===== config.mk =====
export PLATFORM = sky130hd
export DESIGN_NAME = mtcmos_pwr_seq_ctrl_flat
export DESIGN_NICKNAME = d
export VERILOG_FILES = /design/src/rtl/mtcmos_pwr_seq_ctrl_pkg.sv /design/src/rtl/mtcmos_pwr_seq_ctrl_if.sv /design/src/rtl/mtcmos_pwr_seq_ctrl_timer.sv /design/src/rtl/mtcmos_pwr_seq_ctrl.sv /design/src/flat_wrapper.sv
export SDC_FILE = /design/constraint.sdc
export NUM_CORES = 1
export LEC_CHECK = 0
export ABC_AREA = 1
export CAP_MARGIN = 15
export CORE_MARGIN = 2
export CORE_UTILIZATION = 44
export CTS_CLUSTER_DIAMETER = 60
export CTS_CLUSTER_SIZE = 24
export DETAILED_ROUTE_END_ITERATION = 8
export PLACE_DENSITY = 0.76
export SLEW_MARGIN = 15
export SYNTH_ARGS = -nofsm -noshare
export SYNTH_HDL_FRONTEND = slang
export SYNTH_SLANG_ARGS = --single-unit

===== constraint.sdc =====
create_clock -name clk -period 4.3 [get_ports clk]
set_input_delay 0.43 -clock clk [delete_from_list [all_inputs] [get_ports clk]]
set_output_delay 0.43 -clock clk [all_outputs]
set_load 0.005 [all_outputs]

===== src/rtl/mtcmos_pwr_seq_ctrl_pkg.sv =====
// Shared types for the MTCMOS power sequencer: state encoding, default timings
// and the state-to-output decode.
package mtcmos_pwr_seq_ctrl_pkg;

  typedef enum logic [2:0] {
    ACTIVE  = 3'd0,
    ISO     = 3'd1,
    SAVE    = 3'd2,
    OFF     = 3'd3,
    WAKE    = 3'd4,
    RESTORE = 3'd5
  } pwr_state_t;

  localparam int ISO_CYCLES_DEF    = 2;
  localparam int SETTLE_CYCLES_DEF = 8;

  typedef struct packed {
    logic iso_en;
    logic ret_save;
    logic ret_restore;
    logic sleep;
    logic pwr_ack;
    logic busy;
  } pwr_out_t;

  function automatic pwr_out_t decode_outs(input pwr_state_t s);
    pwr_out_t o;
    o = '0;
    case (s)
      ACTIVE:  o = 6'b000000;
      ISO:     o = 6'b100001;
      SAVE:    o = 6'b110001;
      OFF:     o = 6'b100110;
      WAKE:    o = 6'b100011;
      RESTORE: o = 6'b101011;
      default: o = 6'b000000;
    endcase
    return o;
  endfunction

endpackage


===== src/rtl/mtcmos_pwr_seq_ctrl_if.sv =====
// Power-manager handshake plus domain control bundle for one gated domain.
interface mtcmos_pwr_seq_ctrl_if #(
  parameter int STAT_W = 16
);
  logic              pwr_req;
  logic              clr_stats;
  logic              pwr_ack;
  logic              busy;
  logic              iso_en;
  logic              ret_save;
  logic              ret_restore;
  logic              sleep;
  logic [STAT_W-1:0] sleep_cycles;

  modport master (
    output pwr_req, clr_stats,
    input  pwr_ack, busy, iso_en, ret_save, ret_restore, sleep, sleep_cycles
  );

  modport slave (
    input  pwr_req, clr_stats,
    output pwr_ack, busy, iso_en, ret_save, ret_restore, sleep, sleep_cycles
  );
endinterface


===== src/rtl/mtcmos_pwr_seq_ctrl_timer.sv =====
// Loadable down-counter used to time the isolation and rail-settle phases.
module mtcmos_pwr_seq_ctrl_timer #(
  parameter int CNT_W = 8
) (
  input  logic             clk,
  input  logic             rst_n,
  input  logic             i_load,
  input  logic [CNT_W-1:0] i_load_val,
  input  logic             i_dec,
  output logic             o_zero
);

  logic [CNT_W-1:0] r_cnt;

  always_ff @(posedge clk or negedge rst_n) begin
    if (!rst_n) begin
      r_cnt <= '0;
    end else if (i_load) begin
      r_cnt <= i_load_val;
    end else if (i_dec && (r_cnt != '0)) begin
      r_cnt <= r_cnt - 1'b1;
    end
  end

  assign o_zero = (r_cnt == '0);

endmodule


===== src/rtl/mtcmos_pwr_seq_ctrl.sv =====
// Sequences an MTCMOS flip-flop domain through isolate/save/sleep and
// wake/restore, and counts cycles spent powered off.
module mtcmos_pwr_seq_ctrl
  import mtcmos_pwr_seq_ctrl_pkg::*;
#(
  parameter int ISO_CYCLES    = ISO_CYCLES_DEF,
  parameter int SETTLE_CYCLES = SETTLE_CYCLES_DEF,
  parameter int CNT_W         = 8,
  parameter int STAT_W        = 16
) (
  input  logic                  clk,
  input  logic                  rst_n,
  mtcmos_pwr_seq_ctrl_if.slave  bus
);

  localparam logic [CNT_W-1:0]  ISO_LOAD    = CNT_W'(ISO_CYCLES - 1);
  localparam logic [CNT_W-1:0]  SETTLE_LOAD = CNT_W'(SETTLE_CYCLES - 1);
  localparam logic [STAT_W-1:0] STAT_MAX    = {STAT_W{1'b1}};

  pwr_state_t        r_state;
  pwr_state_t        w_nxt;
  pwr_out_t          r_out;
  logic              w_load;
  logic [CNT_W-1:0]  w_load_val;
  logic              w_dec;
  logic              w_zero;
  logic [STAT_W-1:0] r_sleep_cycles;

  mtcmos_pwr_seq_ctrl_timer #(.CNT_W(CNT_W)) u_timer (
    .clk        (clk),
    .rst_n      (rst_n),
    .i_load     (w_load),
    .i_load_val (w_load_val),
    .i_dec      (w_dec),
    .o_zero     (w_zero)
  );

  // Only ACTIVE and OFF look at pwr_req, so in-flight sequences never abort.
  always_comb begin
    w_nxt      = r_state;
    w_load     = 1'b0;
    w_load_val = '0;
    w_dec      = 1'b0;
    case (r_state)
      ACTIVE: if (bus.pwr_req) begin
        w_nxt      = ISO;
        w_load     = 1'b1;
        w_load_val = ISO_LOAD;
      end
      ISO: if (w_zero) w_nxt = SAVE; else w_dec = 1'b1;
      SAVE: w_nxt = OFF;
      OFF: if (!bus.pwr_req) begin
        w_nxt      = WAKE;
        w_load     = 1'b1;
        w_load_val = SETTLE_LOAD;
      end
      WAKE: if (w_zero) w_nxt = RESTORE; else w_dec = 1'b1;
      RESTORE: w_nxt = ACTIVE;
      default: w_nxt = ACTIVE;
    endcase
  end

  // Outputs are registered alongside the state so they are glitch-free.
  always_ff @(posedge clk or negedge rst_n) begin
    if (!rst_n) begin
      r_state <= ACTIVE;
      r_out   <= '0;
    end else begin
      r_state <= w_nxt;
      r_out   <= decode_outs(w_nxt);
    end
  end

  always_ff @(posedge clk or negedge rst_n) begin
    if (!rst_n) begin
      r_sleep_cycles <= '0;
    end else if (bus.clr_stats) begin
      r_sleep_cycles <= '0;
    end else if ((r_state == OFF) && (r_sleep_cycles != STAT_MAX)) begin
      r_sleep_cycles <= r_sleep_cycles + 1'b1;
    end
  end

  assign bus.iso_en       = r_out.iso_en;
  assign bus.ret_save     = r_out.ret_save;
  assign bus.ret_restore  = r_out.ret_restore;
  assign bus.sleep        = r_out.sleep;
  assign bus.pwr_ack      = r_out.pwr_ack;
  assign bus.busy         = r_out.busy;
  assign bus.sleep_cycles = r_sleep_cycles;

endmodule


===== src/flat_wrapper.sv =====
// flat-port wrapper written by rule: the top's interface ports become plain ports
module mtcmos_pwr_seq_ctrl_flat import mtcmos_pwr_seq_ctrl_pkg::*;
#(
  parameter int ISO_CYCLES    = ISO_CYCLES_DEF,
  parameter int SETTLE_CYCLES = SETTLE_CYCLES_DEF,
  parameter int CNT_W         = 8,
  parameter int STAT_W        = 16
)
  (clk, rst_n, bus_pwr_req, bus_clr_stats, bus_pwr_ack, bus_busy, bus_iso_en, bus_ret_save, bus_ret_restore, bus_sleep, bus_sleep_cycles);
  mtcmos_pwr_seq_ctrl_if #(.STAT_W(STAT_W)) bus_i ();
  input  logic clk;
  input  logic rst_n;
  input wire logic [$bits(bus_i.pwr_req)-1:0] bus_pwr_req;
  input wire logic [$bits(bus_i.clr_stats)-1:0] bus_clr_stats;
  output wire logic [$bits(bus_i.pwr_ack)-1:0] bus_pwr_ack;
  output wire logic [$bits(bus_i.busy)-1:0] bus_busy;
  output wire logic [$bits(bus_i.iso_en)-1:0] bus_iso_en;
  output wire logic [$bits(bus_i.ret_save)-1:0] bus_ret_save;
  output wire logic [$bits(bus_i.ret_restore)-1:0] bus_ret_restore;
  output wire logic [$bits(bus_i.sleep)-1:0] bus_sleep;
  output wire logic [$bits(bus_i.sleep_cycles)-1:0] bus_sleep_cycles;
  assign bus_i.pwr_req = bus_pwr_req;
  assign bus_i.clr_stats = bus_clr_stats;
  assign bus_pwr_ack = bus_i.pwr_ack;
  assign bus_busy = bus_i.busy;
  assign bus_iso_en = bus_i.iso_en;
  assign bus_ret_save = bus_i.ret_save;
  assign bus_ret_restore = bus_i.ret_restore;
  assign bus_sleep = bus_i.sleep;
  assign bus_sleep_cycles = bus_i.sleep_cycles;
  mtcmos_pwr_seq_ctrl #(.ISO_CYCLES(ISO_CYCLES), .SETTLE_CYCLES(SETTLE_CYCLES), .CNT_W(CNT_W), .STAT_W(STAT_W)) u_core (.clk(clk), .rst_n(rst_n), .bus(bus_i));
endmodule

==> impl_metrics.env, run 1 <==
# yosys + openroad results
export IMPL_routed_wirelength_um=4000
export IMPL_power_switching_mw=0.420
export IMPL_worst_pin_slew_ps=658
export IMPL_drive_above_1_share_pct=8.19
export IMPL_p_leak_nw=1.08
export IMPL_dp_slack_ps=2350
export IMPL_fillers=386
export IMPL_internal_power_mw=0.724
export IMPL_rsz0062_at_grt="false"
export IMPL_slowest_delay_ps=510
export IMPL_edf_count=0
export IMPL_clk_pin_slew_ps=70
export IMPL_via_per_inst=5.16
export IMPL_p_comb_share_pct=37.5
export IMPL_die_height_um=69.2
export IMPL_r2r_setup_slack_ps=2430
export IMPL_wl_per_cell_um=12.1
export IMPL_fmax_mhz=536
export IMPL_cts_hold_buffers=0
export IMPL_top_cells_by_count="nand2_1, nor2_1, dfrtp_1, inv_1, nand3_1"
export IMPL_cp_top_family="simple AND/OR/NAND/NOR gates"
export IMPL_ys_seq_share_pct=44.2
export IMPL_status="completed"
export IMPL_lay_top_count="nand2_1"
export IMPL_irDropWorstVdd_mv=0.352
export IMPL_synthCells=250
export IMPL_cts_resized_gates=0
export IMPL_cts_sinks=33
export IMPL_pg_comb_mw=0.429
export IMPL_final_core_util_pct=56.7
export IMPL_ys_cells=250
export IMPL_die_w_um=69.2
export IMPL_slew_headroom_pct=56.0
export IMPL_clockBufferDepth=2
export IMPL_worstSetupStartpointType="flop"
export IMPL_cts_tree="done"
export IMPL_setup_tns_final_ps=0
export IMPL_p_per_area_nw_per_um2=501
export IMPL_cts_root_buffer_cell="clkbuf_8"
export IMPL_critPathLaunch="u_core.bus.sleep_cycles[0]$_DFFE_PN0P_"
-- run 1: stage by stage --
stage	instances	hold slack [ps]
floorplan	250	134
global placement	323	510
detailed placement	323	517
CTS	331	535
global route	331	574
finish	331	530
-- run 1: registers in the layout (all words and copies together) (netlist names) --
| name | cells |
|---|---|
| u_core.u_timer.r_cnt | 8 |
| u_core.bus.busy | 1 |
| u_core.bus.sleep_cycles | 16 |
| u_core.bus.ret_save | 1 |
| u_core.bus.ret_restore | 1 |
| u_core.bus.pwr_ack | 1 |
| u_core.r_state | 3 |
| u_core.bus.iso_en | 1 |
| u_core.bus.sleep | 1 |
-- run 1: routing by layer --
layer | part of all wire (%) | vias to the layer above | global-route usage, %
met1 | 41 | 793 | 22.3
li1 | - | 858 | -
met4 | 1.9 | 0 | 8.28
met5 | 0 | - | 0
met3 | 5.6 | 8 | 4.39
met2 | 51 | 48 | 30.1
-- run 1: logic make-up (layout without fill, tap and decap cells) --
| kind of cell | Yosys count | in the layout | share of synthesized area (%) |
|---|---|---|---|
| buffers and inverters | 35 | 66 | 7.57 |
| XOR/XNOR | 9 | 9 | 4.22 |
| AND-OR/OR-AND | 18 | 18 | 5.69 |
| AND/OR/NAND/NOR | 153 | 153 | 37.0 |
| flip-flops | 33 | 33 | 44.2 |
| adder cells (fa/ha/maj) | 2 | 2 | 1.34 |
-- run 1: cell type report --
class	count	area share, %
Inverter	32	5.31
Clock buffer	7	3.78
Clock inverter	1	1.31
Tap cell	50	2.74
Timing Repair Buffer	26	11.3
Sequential cell	33	36.1
Multi-Input combinational cell	182	39.4
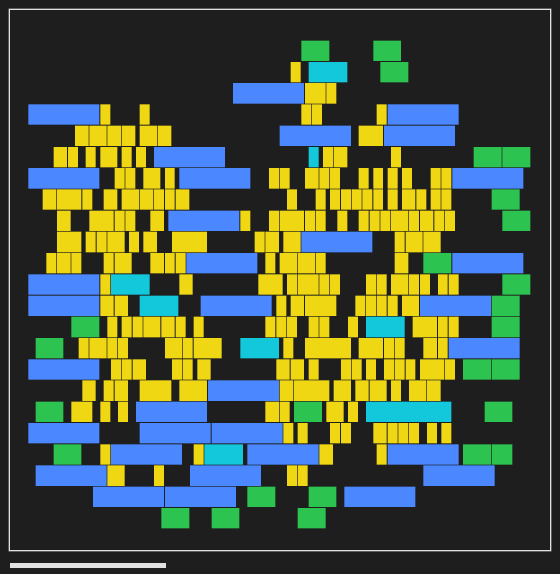
(run_1/cell_classes.png)
The bar under the picture is 20 um long.
Key: clock drivers and dummy loads = cyan [cells 8]; flip-flops = blue [cells 33]; all other logic = yellow [cells 214]; other buffers and delay cells = green [cells 26]

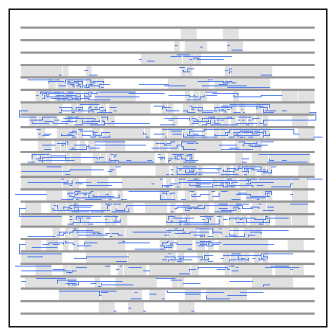
(run_1/met1.png)
Supply wires on this layer in gray. Cells faint in the background.
The longest straight run is 14.0 um. 259 nets have wire on it. The layer carries 1660 um of wire.

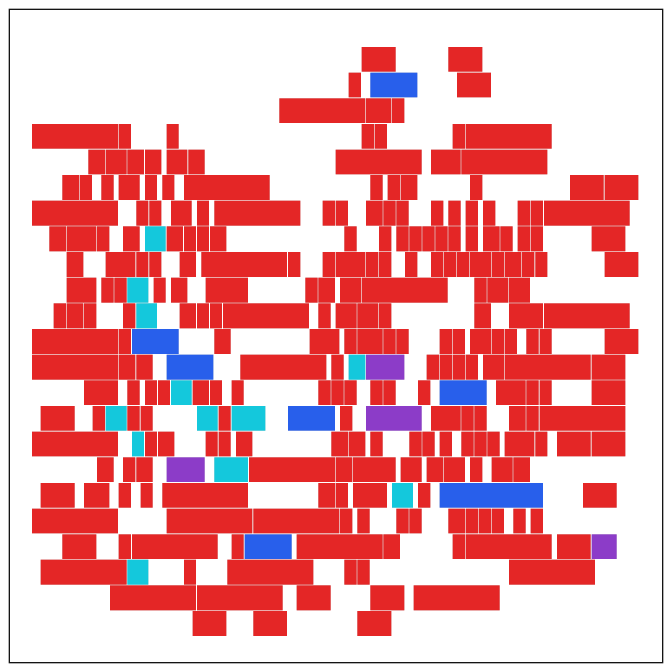
(run_1/drive_strength.png)
Key: drive 6 and up = blue [cells 7, share 2.5%, most used clkbuf_8]; drive 2 = cyan [cells 12, share 4.3%, most used nor2_2]; drive 1 or less = red [cells 258, share 92%, most used nand2_1]; drive 3 to 4 = purple [cells 4, share 1.4%, most used nor2_4]
Signal buffers: 26
final setup margin: 2430 ps
Final Instance Area: 2280 um^2
Area growth syn-to-layout: 22.3%

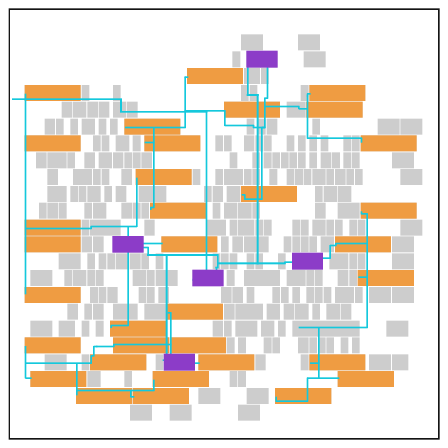
(run_1/clock_map.png)
Key: clock wires = cyan [length 466 um]; flip-flops = orange [count 33]; cells driving clock nets = purple [count 5]
Position of the flops: spread over the die. There are 6 routed clock nets.
Layout Skew: 9.00 ps
Clk network pwr share: 26.3%
Clk power: 0.300 mW
Latency at later pin: 290 ps

==> run_1/final_clocks.png <==
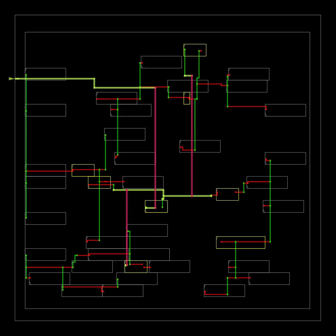

==> run 2, diff against run 1 <==
clock period = 1.9 ns   (was 4.3 ns; I/O delays follow)
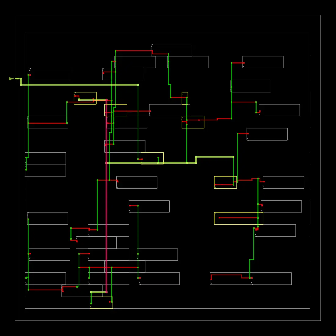
(run_2/final_clocks.png)
Layout Skew: 7.30 ps
flop count: 33
Clock Sinks: 33
clkbuf count: 7

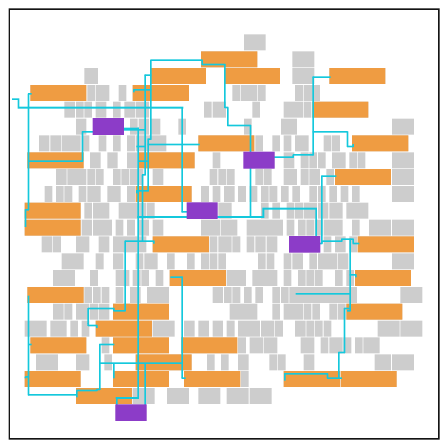
(run_2/clock_map.png)
Key: flip-flops = orange [count 33]; cells driving clock nets = purple [count 5]; clock wires = cyan [length 512 um]
Position of the flops: spread over the die.

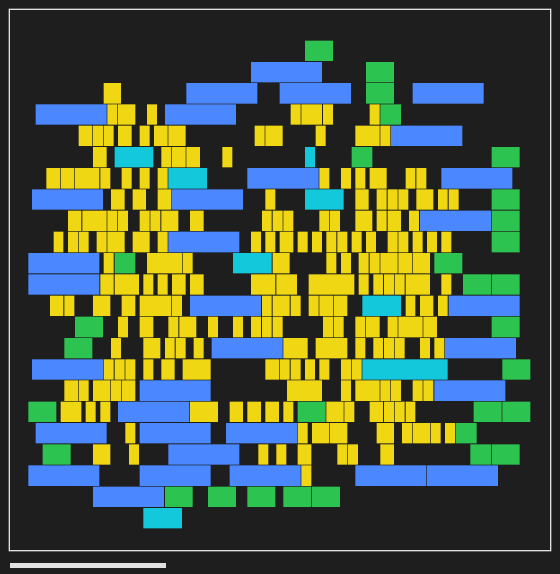
(run_2/cell_classes.png)
The bar under the picture is 20 um long.
Key: flip-flops = blue [cells 33]; other buffers and delay cells = green [cells 30]; all other logic = yellow [cells 214]; clock drivers and dummy loads = cyan [cells 8]

==> run 2 against run 1 <==
Core utilization grew 0.81 points. Worst setup slack worse by 2300 ps. Final cell count up 1.2%. Critical path depth up 1. Combinational power rose by 130%. Non-clock buffer count rose by 4. Sequential cell count stayed put.
==> impl_metrics.env, run 2 <==
# yosys + openroad results
export IMPL_worstSetupStartpointType="flop"
export IMPL_cts_root_buffer_cell="clkbuf_8"
export IMPL_worst_pin_slew_ps=462
export IMPL_die_w_um=69.2
export IMPL_synthCells=250
export IMPL_edf_count=0
export IMPL_p_per_area_nw_per_um2=1140
export IMPL_p_leak_nw=1.10
export IMPL_slew_headroom_pct=69.2
export IMPL_fmax_mhz=575
export IMPL_cts_tree="done"
export IMPL_cts_resized_gates=1
export IMPL_place_inst=327
export IMPL_p_comb_share_pct=37.9
export IMPL_yosys_area_top_type_share_pct=44.2
export IMPL_cts_hold_buffers=0
export IMPL_clock_latency_ps=290
export IMPL_hold_slack_ps=300
export IMPL_lay_top_count="nand2_1"
export IMPL_coreArea_um2=4030
export IMPL_simple_gate_share_pct=37.0
export IMPL_dp_slack_ps=-19.6
export IMPL_endpoint="u_core.bus.sleep_cycles[15]$_DFFE_PN0P_"
export IMPL_drive_above_1_share_pct=9.82
export IMPL_pg_comb_mw=0.998
export IMPL_aoi_share_pct=5.69
export IMPL_largest_reg_flops=16
export IMPL_routed_wirelength_um=4040
export IMPL_top_cells_by_count="nand2_1, nor2_1, dfrtp_1, inv_1, nand3_1"
export IMPL_clockBufferDepth=2
export IMPL_status="completed"
export IMPL_fillers=398
export IMPL_ys_sh_xor_pct=4.22
export IMPL_logic_family="simple AND/OR/NAND/NOR gates"
export IMPL_slowest_delay_ps=410
export IMPL_fin_ws_ps=160
export IMPL_via_per_inst=5.00
export IMPL_r2r_setup_slack_ps=160
export IMPL_ys_cells=250
export IMPL_die_height_um=69.2
export IMPL_sequentialPowerShare_pct=35.6
export IMPL_power_switching_mw=0.980
export IMPL_clk_pin_slew_ps=70
export IMPL_wl_per_cell_um=12.1
export IMPL_critPathLaunch="u_core.bus.sleep_cycles[0]$_DFFE_PN0P_"
export IMPL_fp_nets=256
export IMPL_maxCapViolCount=0
export IMPL_area_growth_pct=24.0
export IMPL_clock_power_mw=0.698
export IMPL_stdcell_count=335
## run 2: cell counts after synthesis
No cell type changed its count.
## run 2: per-stage QoR
stage          utilization (%)  TNS, ps
3_3_place_gp              54.6        0
5_1_grt                   57.5        0
4_1_cts                   57.5        0
2_1_floorplan                -        0
3_5_place_dp              54.6    -46.8
6_report                  57.5        0
## run 2: final cells by class
| cell class | count | share of cell area [%] |
|---|---|---|
| Clock buffer | 7 | 3.73 |
| Tap cell | 50 | 2.70 |
| Timing Repair Buffer | 30 | 12.4 |
| Multi-Input combinational cell | 182 | 39.0 |
| Sequential cell | 33 | 35.6 |
| Clock inverter | 1 | 1.30 |
| Inverter | 32 | 5.24 |
## run 2: worst min-delay path by stage
stage | slack, ps | to | depth (start not counted) | start
6_report | 300 | u_core.u_timer.r_cnt[2]$_DFFE_PN0P_ | 2 | rst_n
5_1_grt | 350 | u_core.bus.sleep_cycles[1]$_DFFE_PN0P_ | 2 | rst_n
4_1_cts | 310 | u_core.bus.sleep_cycles[9]$_DFFE_PN0P_ | 2 | rst_n
3_5_place_dp | 520 | u_core.u_timer.r_cnt[7]$_DFFE_PN0P_ | 2 | u_core.u_timer.r_cnt[7]$_DFFE_PN0P_
3_3_place_gp | 510 | u_core.u_timer.r_cnt[7]$_DFFE_PN0P_ | 2 | u_core.u_timer.r_cnt[7]$_DFFE_PN0P_
2_1_floorplan | -110 | u_core.bus.busy$_DFF_PN0_ | 0 | rst_n
## run 2: worst max-delay path, delay by kind of cell, from the launching register on
kind	cells	cell delay [ps]
compound gates	1	210
buf+inv	1	230
fa+ha+maj	1	260
simple gates	6	520
flops	1	410
## run 2: metal layers
layer,track usage (%),wire (um),vias to the layer above
li1,-,-,868
met3,4.39,182,7
met2,29.9,2050,37
met5,0,0,-
met4,8.50,75,0
met1,23.8,1730,762
==> run_2/met1.png <==
Supply wires on this layer in gray. Cells faint in the background.
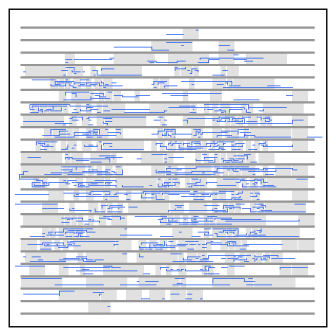

==> run 3, diff against run 2 <==
SYNTH_HIERARCHICAL = 1   (was unset)
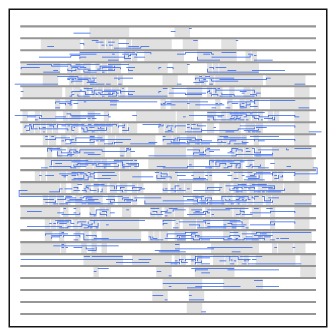
(run_3/met1.png)
Supply wires on this layer in gray. Cells faint in the background.
The longest straight run is 25.3 um. The wires run mostly horizontal. 296 nets have wire on it.
Via Count: 1908
grt met1 use: 24.2%

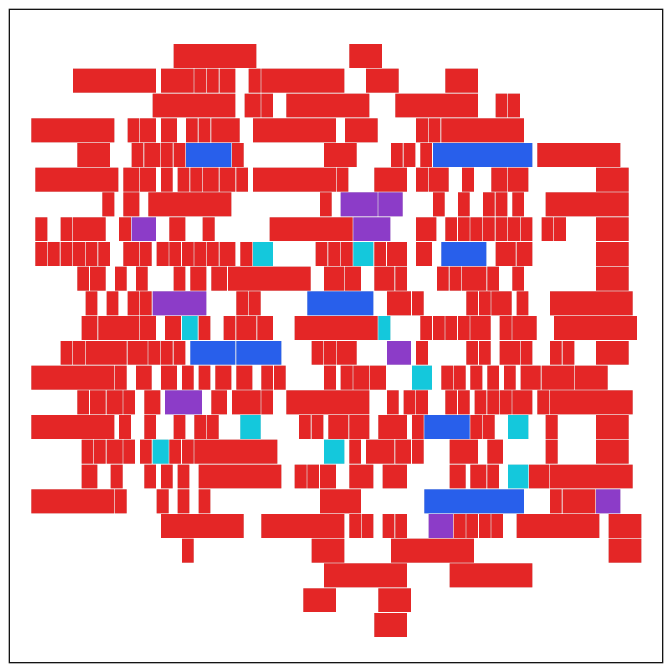
(run_3/drive_strength.png)
Key: drive 3 to 4 = purple [cells 9, share 2.8%, most used buf_4]; drive 6 and up = blue [cells 8, share 2.5%, most used clkbuf_8]; drive 1 or less = red [cells 296, share 92%, most used nand2_1]; drive 2 = cyan [cells 10, share 3.1%, most used or2_2]

==> run 3 against run 2 <==
First-iteration DRC count fell by 7.5%. Clock power rose by 14%. Core utilization shrank 0.61 points. Synthesized cell count up 14%. Clock skew is 2.0 ps lower. Register-to-register slack gained 40 ps. Final cell count increased by 12%. Sequential share of layout area decreased by 2.5 points. Sequential power increased by 6.2%. Combinational power rose by 32%. Die size rose by 7.5%. Critical path depth is 1 higher. Critical endpoint is now u_core/u_timer/r_cnt[4]$_DFFE_PN0P_. Highest routed layer unchanged.
==> impl_metrics.env, run 3 <==
# yosys + openroad results
export IMPL_status="completed"
export IMPL_ys_seq_share_pct=40.9
export IMPL_maxCapViolCount=0
export IMPL_rsz0062_at_grt="false"
export IMPL_cts_tree="done"
export IMPL_internal_power_mw=1.88
export IMPL_die_height_um=71.7
export IMPL_clock_latency_ps=290
export IMPL_power_switching_mw=1.23
export IMPL_sh_comb_area_pct=42.8
export IMPL_wl_per_cell_um=11.7
export IMPL_edf_count=0
export IMPL_critical_path_depth=10
export IMPL_buffers=30
export IMPL_top_cells_by_count="nand2_1, dfrtp_1, nor2_1, inv_1, nand3_1"
export IMPL_via_per_inst=5.09
export IMPL_stdcell_count=375
export IMPL_cts_hold_buffers=0
export IMPL_fmax_mhz=590
export IMPL_lay_top_count="nand2_1"
export IMPL_irDropWorstVdd_mv=0.812
export IMPL_tap_cells=52
export IMPL_clk_pin_slew_ps=70
export IMPL_p_comb_share_pct=42.4
export IMPL_dominant_cells="combinational gates"
export IMPL_seq_cells=33
export IMPL_cp_top_family="simple AND/OR/NAND/NOR gates"
export IMPL_die_w_um=71.7
export IMPL_worstSetupStartpointType="flop"
export IMPL_slowest_delay_ps=340
export IMPL_comb_cells=222
export IMPL_final_core_util_pct=56.9
export IMPL_place_inst=367
export IMPL_clkCellAreaFrac_pct=5.37
export IMPL_layout_nonclk_buf_share_pct=11.5
export IMPL_dp_slack_ps=230
export IMPL_p_leak_nw=1.19
export IMPL_sequentialPowerShare_pct=32.1
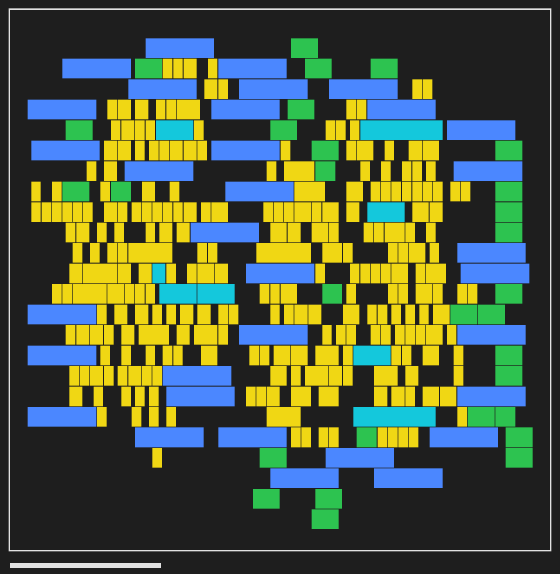
(run_3/cell_classes.png)
The bar under the picture is 20 um long.
Key: flip-flops = blue [cells 33]; other buffers and delay cells = green [cells 30]; clock drivers and dummy loads = cyan [cells 8]; all other logic = yellow [cells 252]
core area: 4380 um^2
Final Instance Area: 2490 um^2

run 3: final timing paths:
| path | end | slack (ps) |
|---|---|---|
| worst max-delay path | u_core/u_timer/r_cnt[4]$_DFFE_PN0P_ | 200 |
| worst min register to register | u_core/bus.sleep$_DFF_PN0_ | 520 |
| min in group clk | u_core/bus.sleep$_DFF_PN0_ | 520 |
| worst max register to register | u_core/u_timer/r_cnt[4]$_DFFE_PN0P_ | 200 |
| max in group asynchronous | u_core/u_timer/r_cnt[6]$_DFFE_PN0P_ | 1300 |
| worst min-delay path | u_core/bus.sleep_cycles[5]$_DFFE_PN0P_ | 290 |
run 3: power groups by stage:
stage / Combinational, mW / Clock, mW / Sequential, mW
finish: 1.32 / 0.793 / 0.996
detailed placement: 1.31 / 0 / 1.00
global placement: 1.28 / 0 / 1.00
CTS: 1.32 / 0.807 / 0.994
floorplan: 0.972 / 0 / 0.989
global route: 1.51 / 0.841 / 1.01
run 3: metal layers:
layer,part of all wire [%],wire (um),GRT usage (%)
met3,4.2,182,3.38
met4,1.4,60,7.76
met5,0,0,0
met2,49,2140,31.7
met1,46,1990,24.2
run 3: logic make-up (layout without fill, tap and decap cells):
kind of cell / count (synthesis) / after routing / synth area share, %
and+or+nand+nor: 191 / 191 / 42.6
buffers and inverters: 34 / 68 / 6.82
DFF: 33 / 33 / 40.9
AOI/OAI and AO/OA: 19 / 19 / 5.83
xor gates and xnor gates: 4 / 4 / 1.74
adders and majority gates: 3 / 3 / 1.86
other: 1 / 5 / 0.186
No activity file was given, so power comes from the tool's default toggle rates.
